<file path="src/rtl/serial_bit_source_if.sv">
// Handshake and serial-output bundle between an upstream word source, the
// serializer and the downstream sequence detector.
interface serial_bit_source_if #(
    parameter int WIDTH = 8
);
    logic [WIDTH-1:0] data_in;
    logic             load;
    logic             ready;
    logic             x_out;
    logic             x_valid;
    logic             done;
    logic [7:0]       word_count;

    modport master (
        output data_in,
        output load,
        input  ready,
        input  x_out,
        input  x_valid,
        input  done,
        input  word_count
    );

    modport slave (
        input  data_in,
        input  load,
        output ready,
        output x_out,
        output x_valid,
        output done,
        output word_count
    );
endinterface

</file>
<file path="src/rtl/serial_bit_source.sv">
// MSB-first parallel-to-serial stage feeding the sequence detector's x_in,
// with an optional fixed idle gap after each word.
//
// state    | meaning
// ---------+-----------------------------------------------------------
// ST_IDLE  | waiting for a word, ready=1, serial outputs low
// ST_SHIFT | presenting one bit per cycle, r_bit_cnt==0 on the LSB
// ST_GAP   | GAP idle cycles after a word, ready=0
module serial_bit_source #(
    parameter int WIDTH = 8,
    parameter int GAP   = 0
) (
    input  logic                clock,
    input  logic                reset,
    serial_bit_source_if.slave  bus
);

    typedef enum logic [1:0] {
        ST_IDLE  = 2'd0,
        ST_SHIFT = 2'd1,
        ST_GAP   = 2'd2
    } state_t;

    localparam logic [3:0] LP_LAST     = 4'(WIDTH - 1);
    localparam logic [3:0] LP_GAP_LOAD = (GAP > 0) ? 4'(GAP - 1) : 4'd0;

    state_t           r_state;
    logic [WIDTH-1:0] r_shift;
    logic [3:0]       r_bit_cnt;
    logic [3:0]       r_gap_cnt;
    logic             r_x_out;
    logic             r_x_valid;
    logic             r_done;
    logic [7:0]       r_word_count;

    logic             w_ready;
    logic             w_accept;

    // ready depends only on state, bit counter and GAP, never on load
    always_comb begin
        w_ready = 1'b0;
        case (r_state)
            ST_IDLE:  w_ready = 1'b1;
            ST_SHIFT: w_ready = (GAP == 0) && (r_bit_cnt == 4'd0);
            default:  w_ready = 1'b0;
        endcase
    end

    assign w_accept = bus.load && w_ready;

    always_ff @(posedge clock or negedge reset) begin
        if (!reset) begin
            r_state      <= ST_IDLE;
            r_shift      <= '0;
            r_bit_cnt    <= 4'd0;
            r_gap_cnt    <= 4'd0;
            r_x_out      <= 1'b0;
            r_x_valid    <= 1'b0;
            r_done       <= 1'b0;
            r_word_count <= 8'd0;
        end else if (w_accept) begin
            // MSB goes straight to the output; the register holds the rest
            r_state      <= ST_SHIFT;
            r_shift      <= {bus.data_in[WIDTH-2:0], 1'b0};
            r_bit_cnt    <= LP_LAST;
            r_x_out      <= bus.data_in[WIDTH-1];
            r_x_valid    <= 1'b1;
            r_done       <= 1'b0;
            r_word_count <= r_word_count + 8'd1;
        end else begin
            case (r_state)
                ST_IDLE: begin
                    r_x_out   <= 1'b0;
                    r_x_valid <= 1'b0;
                    r_done    <= 1'b0;
                end
                ST_SHIFT: begin
                    if (r_bit_cnt == 4'd0) begin
                        r_x_out   <= 1'b0;
                        r_x_valid <= 1'b0;
                        r_done    <= 1'b0;
                        if (GAP == 0) begin
                            r_state <= ST_IDLE;
                        end else begin
                            r_state   <= ST_GAP;
                            r_gap_cnt <= LP_GAP_LOAD;
                        end
                    end else begin
                        r_x_out   <= r_shift[WIDTH-1];
                        r_x_valid <= 1'b1;
                        r_shift   <= {r_shift[WIDTH-2:0], 1'b0};
                        r_bit_cnt <= r_bit_cnt - 4'd1;
                        r_done    <= (r_bit_cnt == 4'd1);
                    end
                end
                ST_GAP: begin
                    r_x_out   <= 1'b0;
                    r_x_valid <= 1'b0;
                    r_done    <= 1'b0;
                    if (r_gap_cnt == 4'd0) begin
                        r_state <= ST_IDLE;
                    end else begin
                        r_gap_cnt <= r_gap_cnt - 4'd1;
                    end
                end
                default: begin
                    r_state   <= ST_IDLE;
                    r_x_out   <= 1'b0;
                    r_x_valid <= 1'b0;
                    r_done    <= 1'b0;
                end
            endcase
        end
    end

    assign bus.ready      = w_ready;
    assign bus.x_out      = r_x_out;
    assign bus.x_valid    = r_x_valid;
    assign bus.done       = r_done;
    assign bus.word_count = r_word_count;

endmodule
</file>
<file path="src/flat_wrapper.sv">
// flat-port wrapper written by rule: the top's interface ports become plain ports
module serial_bit_source_flat 
#(
    parameter int WIDTH = 8,
    parameter int GAP   = 0
)
  (clock, reset, bus_data_in, bus_load, bus_ready, bus_x_out, bus_x_valid, bus_done, bus_word_count);
  serial_bit_source_if #(.WIDTH(WIDTH)) bus_i ();
  input  logic clock;
  input  logic reset;
  input wire logic [$bits(bus_i.data_in)-1:0] bus_data_in;
  input wire logic [$bits(bus_i.load)-1:0] bus_load;
  output wire logic [$bits(bus_i.ready)-1:0] bus_ready;
  output wire logic [$bits(bus_i.x_out)-1:0] bus_x_out;
  output wire logic [$bits(bus_i.x_valid)-1:0] bus_x_valid;
  output wire logic [$bits(bus_i.done)-1:0] bus_done;
  output wire logic [$bits(bus_i.word_count)-1:0] bus_word_count;
  assign bus_i.data_in = bus_data_in;
  assign bus_i.load = bus_load;
  assign bus_ready = bus_i.ready;
  assign bus_x_out = bus_i.x_out;
  assign bus_x_valid = bus_i.x_valid;
  assign bus_done = bus_i.done;
  assign bus_word_count = bus_i.word_count;
  serial_bit_source #(.WIDTH(WIDTH), .GAP(GAP)) u_core (.clock(clock), .reset(reset), .bus(bus_i));
endmodule
</file>
<file path="config.mk">
export PLATFORM = sky130hd
export DESIGN_NAME = serial_bit_source_flat
export DESIGN_NICKNAME = d
export VERILOG_FILES = /design/src/rtl/serial_bit_source_if.sv /design/src/rtl/serial_bit_source.sv /design/src/flat_wrapper.sv
export SDC_FILE = /design/constraint.sdc
export NUM_CORES = 1
export LEC_CHECK = 0
export CAP_MARGIN = 20
export CORE_UTILIZATION = 40
export CTS_BUF_LIST = sky130_fd_sc_hd__clkbuf_8 sky130_fd_sc_hd__clkbuf_16
export DETAILED_ROUTE_END_ITERATION = 12
export GPL_ROUTABILITY_DRIVEN = 0
export SLEW_MARGIN = 20
export SYNTH_ARGS = -nofsm -noshare
export SYNTH_HDL_FRONTEND = slang
export SYNTH_SLANG_ARGS = --single-unit
export TNS_END_PERCENT = 1
</file>
<file path="constraint.sdc">
create_clock -name clock -period 2.1 [get_ports clock]
set_input_delay 0.525 -clock clock [delete_from_list [all_inputs] [get_ports clock]]
set_output_delay 0.525 -clock clock [all_outputs]
set_load 0.02 [all_outputs]
</file>
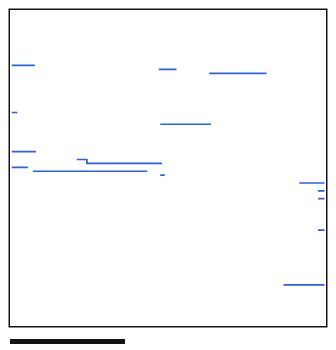
Fig. 1. The metal 3 layer.
The bar under the picture is 20 microns long.
The layer holds 3.7% of the routed length. The longest straight run is 19.6 microns. The wires run mostly horizontal. The layer carries 80.2 microns of wire.
routing usage on met3: 5.83%
WL final: 2170 microns

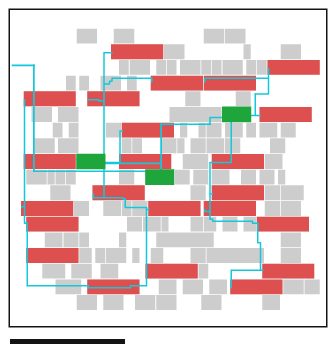
Fig. 2. Clock wires, drivers and flops.
The bar under the picture is 20 microns long.
Key: flip-flops = red [count 23]; clock drivers = green [count 3]; clock wires = cyan [length 287 microns]
There are 4 routed clock nets.
worst skew pair latency: 270 ps
Clk. pwr: 281 uW

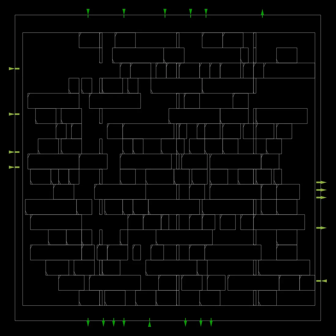
Fig. 3. Placed standard cells.
FILL cells: 227
Final Instance Count excl. Fillers: 162
core box area: 2570 sq um

==> out/metrics.yaml <==
power:
  seq-power_uw: 694
  irDropWorstVdd_mv: 0.842
  p_leak_nw: 0.668
  swShare_pct: 37.7
grt:
  grt_overflow: 0
finish:
  sh_comb_area_pct: 33.1
  fin_area_sq_um: 1520
final_timing:
  skew_ps: 8.81
  fmax_mhz: 484
  rsz0062_at_grt: "true"
  finalClockPeriodUsage_pct: 98.3
  fin_tns_setup_ps: 0
synth:
  async_flop_share_pct: 100
  yosysMostFrequentCell: "dfrtp_1"
  ys_cells: 98
die:
  top_level_ports: 23
placed_design:
  post-dp-hpwl_microns: 1460
  port_buffers: 22
status:
  status: "finished, final reports clean"
setup_path:
  required_ps: 1570
min_path:
  hold_end: "u_core.bus.word_count[7]"
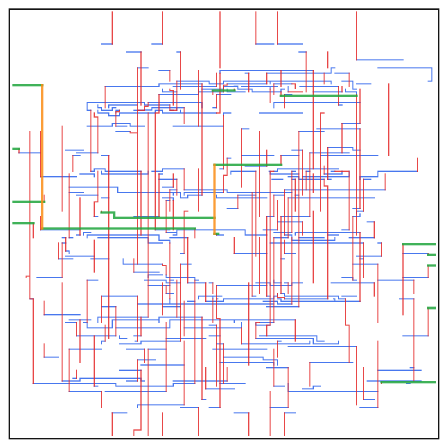
Fig. 4. Signal wires by layer.
Key: metal 4 = orange [wire length 27.2 microns]; metal 2 = red [wire length 1030 microns]; metal 1 = blue [wire length 1020 microns]; metal 3 = green [wire length 80.2 microns]
Tot GR Track Use: 18.1%
via count: 849
WL per Instance: 13.4 microns

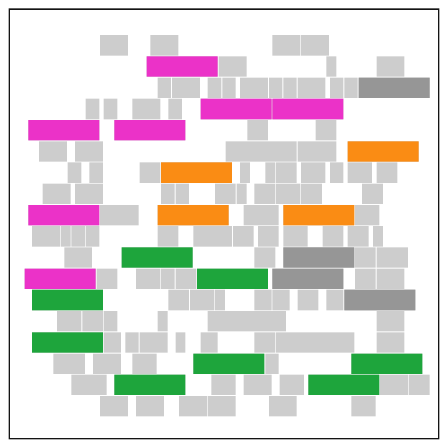
Fig. 5. Where the registers sit.
Other sequential cells in the stronger grey, the rest of the logic in the fainter grey.
Key: `u_core.r_shift` = magenta [sequential cells 7]; `u_core.r_bit_cnt` = orange [sequential cells 4]; `u_core.bus.word_count` = green [sequential cells 8]
Another 4 sequential cells are not coloured.

Power and IR drop assume default switching activity.
